### config.mk
export PLATFORM = sky130hd
export DESIGN_NAME = uart_tx_arbiter
export DESIGN_NICKNAME = d
export VERILOG_FILES = /design/src/rtl/uart_tx_arbiter.sv
export SDC_FILE = /design/constraint.sdc
export NUM_CORES = 1
export LEC_CHECK = 0
export ABC_CLOCK_PERIOD_IN_PS = 2800
export CORE_UTILIZATION = 44
export CTS_CLUSTER_DIAMETER = 40
export CTS_CLUSTER_SIZE = 14
export DETAILED_ROUTE_END_ITERATION = 12
export HOLD_SLACK_MARGIN = 0.02
export PLACE_DENSITY = 0.74
export RECOVER_POWER = 100
export SYNTH_ARGS = -nofsm -noshare
export SYNTH_HDL_FRONTEND = slang
export SYNTH_SLANG_ARGS = --single-unit
### constraint.sdc
create_clock -name i_clk -period 2.8 [get_ports i_clk]
set_input_delay 0.56 -clock i_clk [delete_from_list [all_inputs] [get_ports i_clk]]
set_output_delay 0.56 -clock i_clk [all_outputs]
set_load 0.02 [all_outputs]
### src/rtl/uart_tx_arbiter.sv
// Round-robin arbiter that shares one UART transmitter among four byte-wide requesters.
// It launches one frame per grant, waits for done or timeout, then enforces an idle gap.
module uart_tx_arbiter #(
    parameter int unsigned gapClks     = 0,
    parameter logic [15:0] timeoutClks = 16'd60000
) (
    input  logic        i_clk,
    input  logic        i_rst,
    input  logic [3:0]  i_req,
    input  logic [31:0] i_data,
    output logic [3:0]  o_grant,
    output logic [3:0]  o_done,
    output logic        o_timeout,
    output logic        o_busy,
    output logic        o_enableTx,
    output logic [7:0]  o_bitsTx,
    input  logic        i_doneTx
);

    localparam logic [15:0] TimeoutLast = timeoutClks - 16'd1;
    localparam logic [15:0] GapLast     = 16'(gapClks - 1);

    typedef enum logic [1:0] {
        StIdle,
        StLaunch,
        StWait,
        StGap
    } state_e;

    state_e      state_q, state_d;
    logic [1:0]  last_q, last_d;
    logic [15:0] cnt_q, cnt_d;
    logic [7:0]  bits_q, bits_d;
    logic [3:0]  grant_q, grant_d;
    logic [3:0]  done_q, done_d;
    logic        timeout_q, timeout_d;
    logic        enable_q, enable_d;
    logic        busy_q, busy_d;

    logic [1:0]  win_idx;
    logic [1:0]  cand;
    logic        win_valid;

    always_comb begin
        win_valid = 1'b0;
        win_idx   = 2'd0;
        cand      = 2'd0;
        // Scan farthest-first so the nearest requester after last_q overwrites the rest.
        for (int i = 3; i >= 0; i--) begin
            cand = last_q + 2'(i + 1);
            if (i_req[cand]) begin
                win_valid = 1'b1;
                win_idx   = cand;
            end
        end
    end

    always_comb begin
        state_d   = state_q;
        last_d    = last_q;
        cnt_d     = cnt_q;
        bits_d    = bits_q;
        grant_d   = 4'b0000;
        done_d    = 4'b0000;
        timeout_d = 1'b0;
        enable_d  = 1'b0;

        unique case (state_q)
            StIdle: begin
                if (win_valid) begin
                    bits_d           = i_data[{win_idx, 3'b000} +: 8];
                    grant_d[win_idx] = 1'b1;
                    last_d           = win_idx;
                    cnt_d            = 16'd0;
                    state_d          = StLaunch;
                end
            end
            StLaunch: begin
                enable_d = 1'b1;
                state_d  = StWait;
            end
            StWait: begin
                cnt_d = cnt_q + 16'd1;
                if (i_doneTx || (cnt_q == TimeoutLast)) begin
                    // Done takes priority over a coincident timeout.
                    if (i_doneTx) begin
                        done_d[last_q] = 1'b1;
                    end else begin
                        timeout_d = 1'b1;
                    end
                    cnt_d   = 16'd0;
                    state_d = (gapClks == 0) ? StIdle : StGap;
                end
            end
            StGap: begin
                if (cnt_q == GapLast) begin
                    cnt_d   = 16'd0;
                    state_d = StIdle;
                end else begin
                    cnt_d = cnt_q + 16'd1;
                end
            end
            default: state_d = StIdle;
        endcase

        busy_d = (state_d != StIdle);
    end

    always_ff @(posedge i_clk or posedge i_rst) begin
        if (i_rst) begin
            state_q   <= StIdle;
            last_q    <= 2'd3;
            cnt_q     <= 16'd0;
            bits_q    <= 8'h00;
            grant_q   <= 4'b0000;
            done_q    <= 4'b0000;
            timeout_q <= 1'b0;
            enable_q  <= 1'b0;
            busy_q    <= 1'b0;
        end else begin
            state_q   <= state_d;
            last_q    <= last_d;
            cnt_q     <= cnt_d;
            bits_q    <= bits_d;
            grant_q   <= grant_d;
            done_q    <= done_d;
            timeout_q <= timeout_d;
            enable_q  <= enable_d;
            busy_q    <= busy_d;
        end
    end

    assign o_grant    = grant_q;
    assign o_done     = done_q;
    assign o_timeout  = timeout_q;
    assign o_busy     = busy_q;
    assign o_enableTx = enable_q;
    assign o_bitsTx   = bits_q;

endmodule
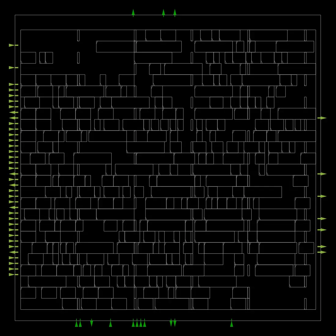
(run_1/final_placement.png)
seq_cells: 39
core box area: 0.004880 mm^2

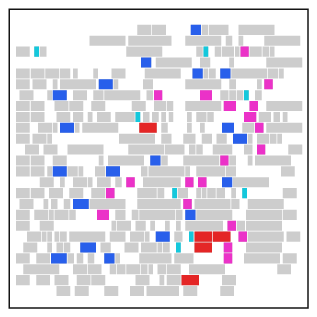
(run_1/gate_families.png)
Scale: 4 px per um.
legend:
  magenta:
    family: AND and OR gates
    cells: 20
  blue:
    family: AND-OR and OR-AND gates
    cells: 19
  cyan:
    family: inverters
    cells: 8
  red:
    family: adder and majority cells
    cells: 5

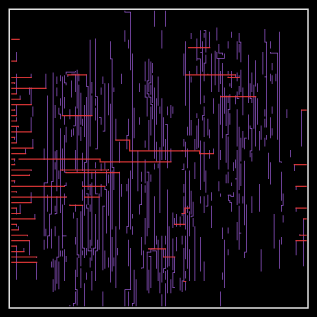
(run_1/metal_stack.png)
Scale: 4 px per um. Only two layers are drawn.
legend:
  red:
    layer: met3
    wire_length: 298 um
  purple:
    layer: met2
    wire_length: 2450 um

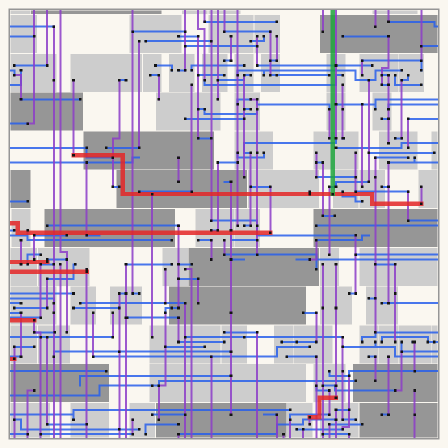
(run_1/zoom.png)
Region (22, 22) to (52, 52) um. Cells in grey, sequential cells in the stronger grey; small squares are vias.
legend:
  red:
    layer: met3
  green:
    layer: met4
  blue:
    layer: met1
  purple:
    layer: met2
most frequent: dfrtp_1 (11), nand2_1 (6), o21ai_0 (6)
netlist names of flops here include: cnt_q (5), o_bitsTx (3), state_q (2)
sequential cells in the window: 12
cells with their middle in the window: 65

==> flow_metrics.tcl, run 1 <==
# place-and-route summary
set metrics [dict create \
    cts_max_path_buffers 2 \
    flop_cell "dfrtp_1" \
    clock_latency_ps 290 \
    row_count 25 \
    max_slew_margin 0.3576 \
    min_from "cnt_q[11]$_DFFE_PP0P_" \
    remaining_drc_errors 0 \
    syn_area_per_cell_um2 9.593 \
    cp.required_ps 2940 \
    netlist_area_mm2 0.002302 \
    hold_viol_final 0 \
    cp-start-kind "flip-flop" \
    synthTopCellsByArea "dfrtp_1 40%, mux2i_1 8.7%, nand2_1 5.2%" \
    ys.flops 39 \
    slew_violations 0 \
    common_cells "37 x dfrtp_1, 32 x nand2_1, 20 x mux2i_1" \
    ant_nets 0 \
    critPathArrivalTime_ps 2750 \
    grt_use_total 0.2128 \
    routed_wirelength_um 5202 \
    cp_top_family "AND-OR/OR-AND gates" \
    path_max_fanout 8 \
    ys_warn_count 0 \
    min_period_over_period 0.9339 \
    vias 2040 \
    path_buffers 1 \
    wl_per_cell_um 14.02 \
    status "finished, final reports clean" \
    syn_to_final_growth_pct 34.78 \
    die_area_mm2 0.005526 \
    port-buffer-count 57 \
    vias_per_cell 5.499 \
    gp_congestion 0.8752 \
]
[run 1: cell usage in the layout, fill, tap and decap left out, drive strengths merged, types with 3 or more instances in the layout]
cell type,instances
a32o,5
inv,8
mux2i,20
nor3,7
nand2b,3
dfrtp,37
o2111a,3
xnor2,3
nor2,15
and3,12
ha,5
o21ai,17
nand2,32
clkbuf,8
a211oi,5
dlygate4sd3,21
nor3b,4
clkdlybuf4s50,36
and4,3
nand4,3
a21o,8
nand3,14
buf,6
[run 1: metrics by stage]
stage	total power (uW)	instances	hold WS (ps)	instance area [um^2]	setup slack, ps
4_1_cts	1453	371	518.5	3104	53.99
3_3_place_gp	894.6	363	503.9	2972	12.31
2_1_floorplan	772.7	240	473.0	2303	105.1
5_1_grt	1487	371	553.2	3103	7.698
6_report	1431	371	518.6	3103	185.2
3_5_place_dp	896.9	363	501.4	2972	-88.09
[run 1: final cells by class]
cell class / count / area, um^2
Clock buffer: 6 / 72.57
Multi-Input combinational cell: 184 / 1241
Sequential cell: 39 / 978.4
Inverter: 8 / 30.03
Clock inverter: 2 / 60.06
Timing Repair Buffer: 65 / 636.9
Fill cell: 430 / 1777
Tap cell: 67 / 83.83
[run 1: state kept, by name, summed over array words and instances, names as in the netlist]
register    cells
state_q         2
last_q          2
o_grant         4
cnt_q          16
o_done          4
o_bitsTx        8
o_enableTx      1
o_busy          1
o_timeout       1
[run 1: where the power goes]
part	internal, uW	switching (uW)	total (uW)
sequential	581	10.9	592
combinational	143	143	286
clock	356	197	553
[run 1: final timing paths]
path | to | slack (ps) | cells after the start
max in group asynchronous | cnt_q[14]$_DFFE_PP0P_ | 1200 | 3
min in group asynchronous | o_grant[0]$_DFF_PP0_ | 1000 | 3
max | o_bitsTx[1]$_DFFE_PP0P_ | 190 | 7
min reg2reg | cnt_q[11]$_DFFE_PP0P_ | 520 | 1
max reg2reg | o_bitsTx[1]$_DFFE_PP0P_ | 190 | 7
min | cnt_q[11]$_DFFE_PP0P_ | 520 | 1
[run 1: cells by family (layout without fill, tap and decap cells)]
kind of cell               count (synthesis)  count (layout)  share of synthesized area
adders and majority gates                  5               5                    0.02717
AOI/OAI and AO/OA                         48              48                     0.1489
buffers and inverters                     17              81                    0.03804
and+or+nand+nor                          102             102                     0.2255
muxes                                     24              24                     0.1163
xor gates and xnor gates                   5               5                    0.01903
DFF                                       39              39                     0.4250
[run 1: routing by layer]
| layer | share of wire | vias to the layer above | GRT usage | routed length (um) |
|---|---|---|---|---|
| met2 | 0.47 | 79 | 0.3455 | 2447 |
| met1 | 0.46 | 947 | 0.2831 | 2386 |
| li1 | - | 1008 | - | - |
| met3 | 0.057 | 6 | 0.04472 | 297 |
| met4 | 0.013 | 0 | 0.07338 | 70 |
| met5 | 0 | - | 0 | 0 |
==> run 1 -> run 2 <==
- CTS_CLUSTER_SIZE: 14 -> 16
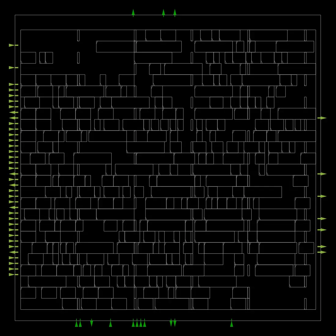
(run_2/final_placement.png)
Well-Tap Cells: 67
Post-Route Utilization: 0.6359
final cell count without fillers: 371
sequential share of cell area: 0.3153
row count: 25

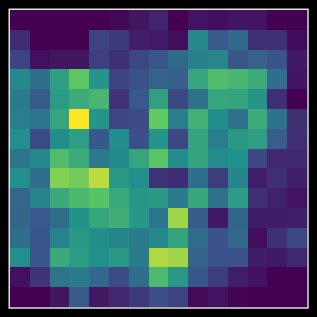
(run_2/wire_density.png)
Scale: 4 px per um. The die is cut into 15 by 15 equal tiles; dark purple is low, yellow is high, scaled to the fullest tile. Values are wire area over tile area, all layers added.
densest ninth of the die: middle left
nearly empty tiles: 9.3%
tiles over half the peak: 25%
fullest tile: 0.46
mean over tiles: 0.15

==> flow_metrics.tcl, run 2 <==
# place-and-route summary
set metrics [dict create \
    status "finished, final reports clean" \
    largest_reg_flops 16 \
    syn_to_final_growth_pct 34.78 \
    path_max_fanout 8 \
    grt_use_total 0.2128 \
    min_period_over_period 0.9339 \
    critPathArrivalTime_ps 2750 \
    final_cell_mix "37 x dfrtp_1, 36 x clkdlybuf4s50_1, 32 x nand2_1" \
    routed_wirelength_um 5202 \
    ant_nets 0 \
    synthTopCellsByArea "dfrtp_1 40%, mux2i_1 8.7%, nand2_1 5.2%" \
    flop_cell "dfrtp_1" \
    r2r-end "o_bitsTx[1]$_DFFE_PP0P_" \
    rr_worst_depth 7 \
    common_cells "37 x dfrtp_1, 32 x nand2_1, 20 x mux2i_1" \
    vias 2040 \
    die_area_mm2 0.005526 \
    lay_top_count "dfrtp_1" \
    cts_max_path_buffers 2 \
    ys_warn_count 0 \
    syn_area_per_cell_um2 9.593 \
    dpl_cell_area_mm2 0.002972 \
    post-route-cell-area_mm2 0.003103 \
    wl_per_cell_um 14.02 \
    regMostFlops "cnt_q" \
    netlist_area_mm2 0.002302 \
    hold_viol_final 0 \
    cp.required_ps 2940 \
    port-buffer-count 57 \
    p_total_uw 1431 \
    slew_violations 0 \
    n_fill_cell 430 \
]
[run 2: cell counts in the layout (fill, tap and decap cells not counted)]
Identical to the previous run, type by type.
[run 2: area by class of cell]
cell class	count	area, um^2	area share
Tap cell	67	83.83	0.02702
Multi-Input combinational cell	184	1241	0.4000
Clock inverter	2	60.06	0.01935
Timing Repair Buffer	65	636.9	0.2052
Sequential cell	39	978.4	0.3153
Inverter	8	30.03	0.009677
Clock buffer	6	72.57	0.02339
[run 2: worst min-delay path by stage]
stage,start,end,cells past startpoint
final,cnt_q[11]$_DFFE_PP0P_,cnt_q[11]$_DFFE_PP0P_,1
after global routing,cnt_q[15]$_DFFE_PP0P_,cnt_q[15]$_DFFE_PP0P_,2
after CTS,cnt_q[11]$_DFFE_PP0P_,cnt_q[11]$_DFFE_PP0P_,1
after detailed placement,cnt_q[11]$_DFFE_PP0P_,cnt_q[11]$_DFFE_PP0P_,1
after global placement,cnt_q[11]$_DFFE_PP0P_,cnt_q[11]$_DFFE_PP0P_,1
after floorplan,cnt_q[11]$_DFFE_PP0P_,cnt_q[11]$_DFFE_PP0P_,1
[run 2: what timing repair did]
item | CTS | global route
resized | 0 | 1
setup endpoints to repair | 0 | 5
setup buffers | 0 | 0
hold buffers | 0 | 0
[run 2: worst max-delay path: stages (launching register included)]
cell and delay [ps]:
dfstp_2 530, inv_1 120, ha_1 370, mux4_2 250, a21oi_1 40, a221o_1 460, nor3_1 530, a211oi_1 150
[run 2: stage by stage]
stage	cells	setup slack, ps	hold slack [ps]
after floorplan	240	105.1	473.0
after global placement	363	12.31	503.9
after detailed placement	363	-88.09	501.4
after CTS	371	53.99	518.5
after global routing	371	7.698	553.2
final	371	185.2	518.6
[run 2: layer usage]
metal	vias up	GRT usage	wire length, um
met3	6	0.04472	297
met5	-	0	0
met4	0	0.07338	70
li1	1008	-	-
met1	947	0.2831	2386
met2	79	0.3455	2447
[run 2: power breakdown]
part           switching (uW)  total, uW  internal, uW
registers                10.9        592           581
clock network             197        553           356
logic                     143        286           143
total                     350       1430          1080
[run 2: cells by family (layout without fill, tap and decap cells)]
family	Yosys count	count (layout)	synth area share
compound gates	48	48	0.1489
xor+xnor	5	5	0.01903
fa+ha+maj	5	5	0.02717
buf+inv	17	81	0.03804
flops	39	39	0.4250
mux	24	24	0.1163
simple gates	102	102	0.2255
Power figures rest on the tool's default switching activity, not on a simulated workload.
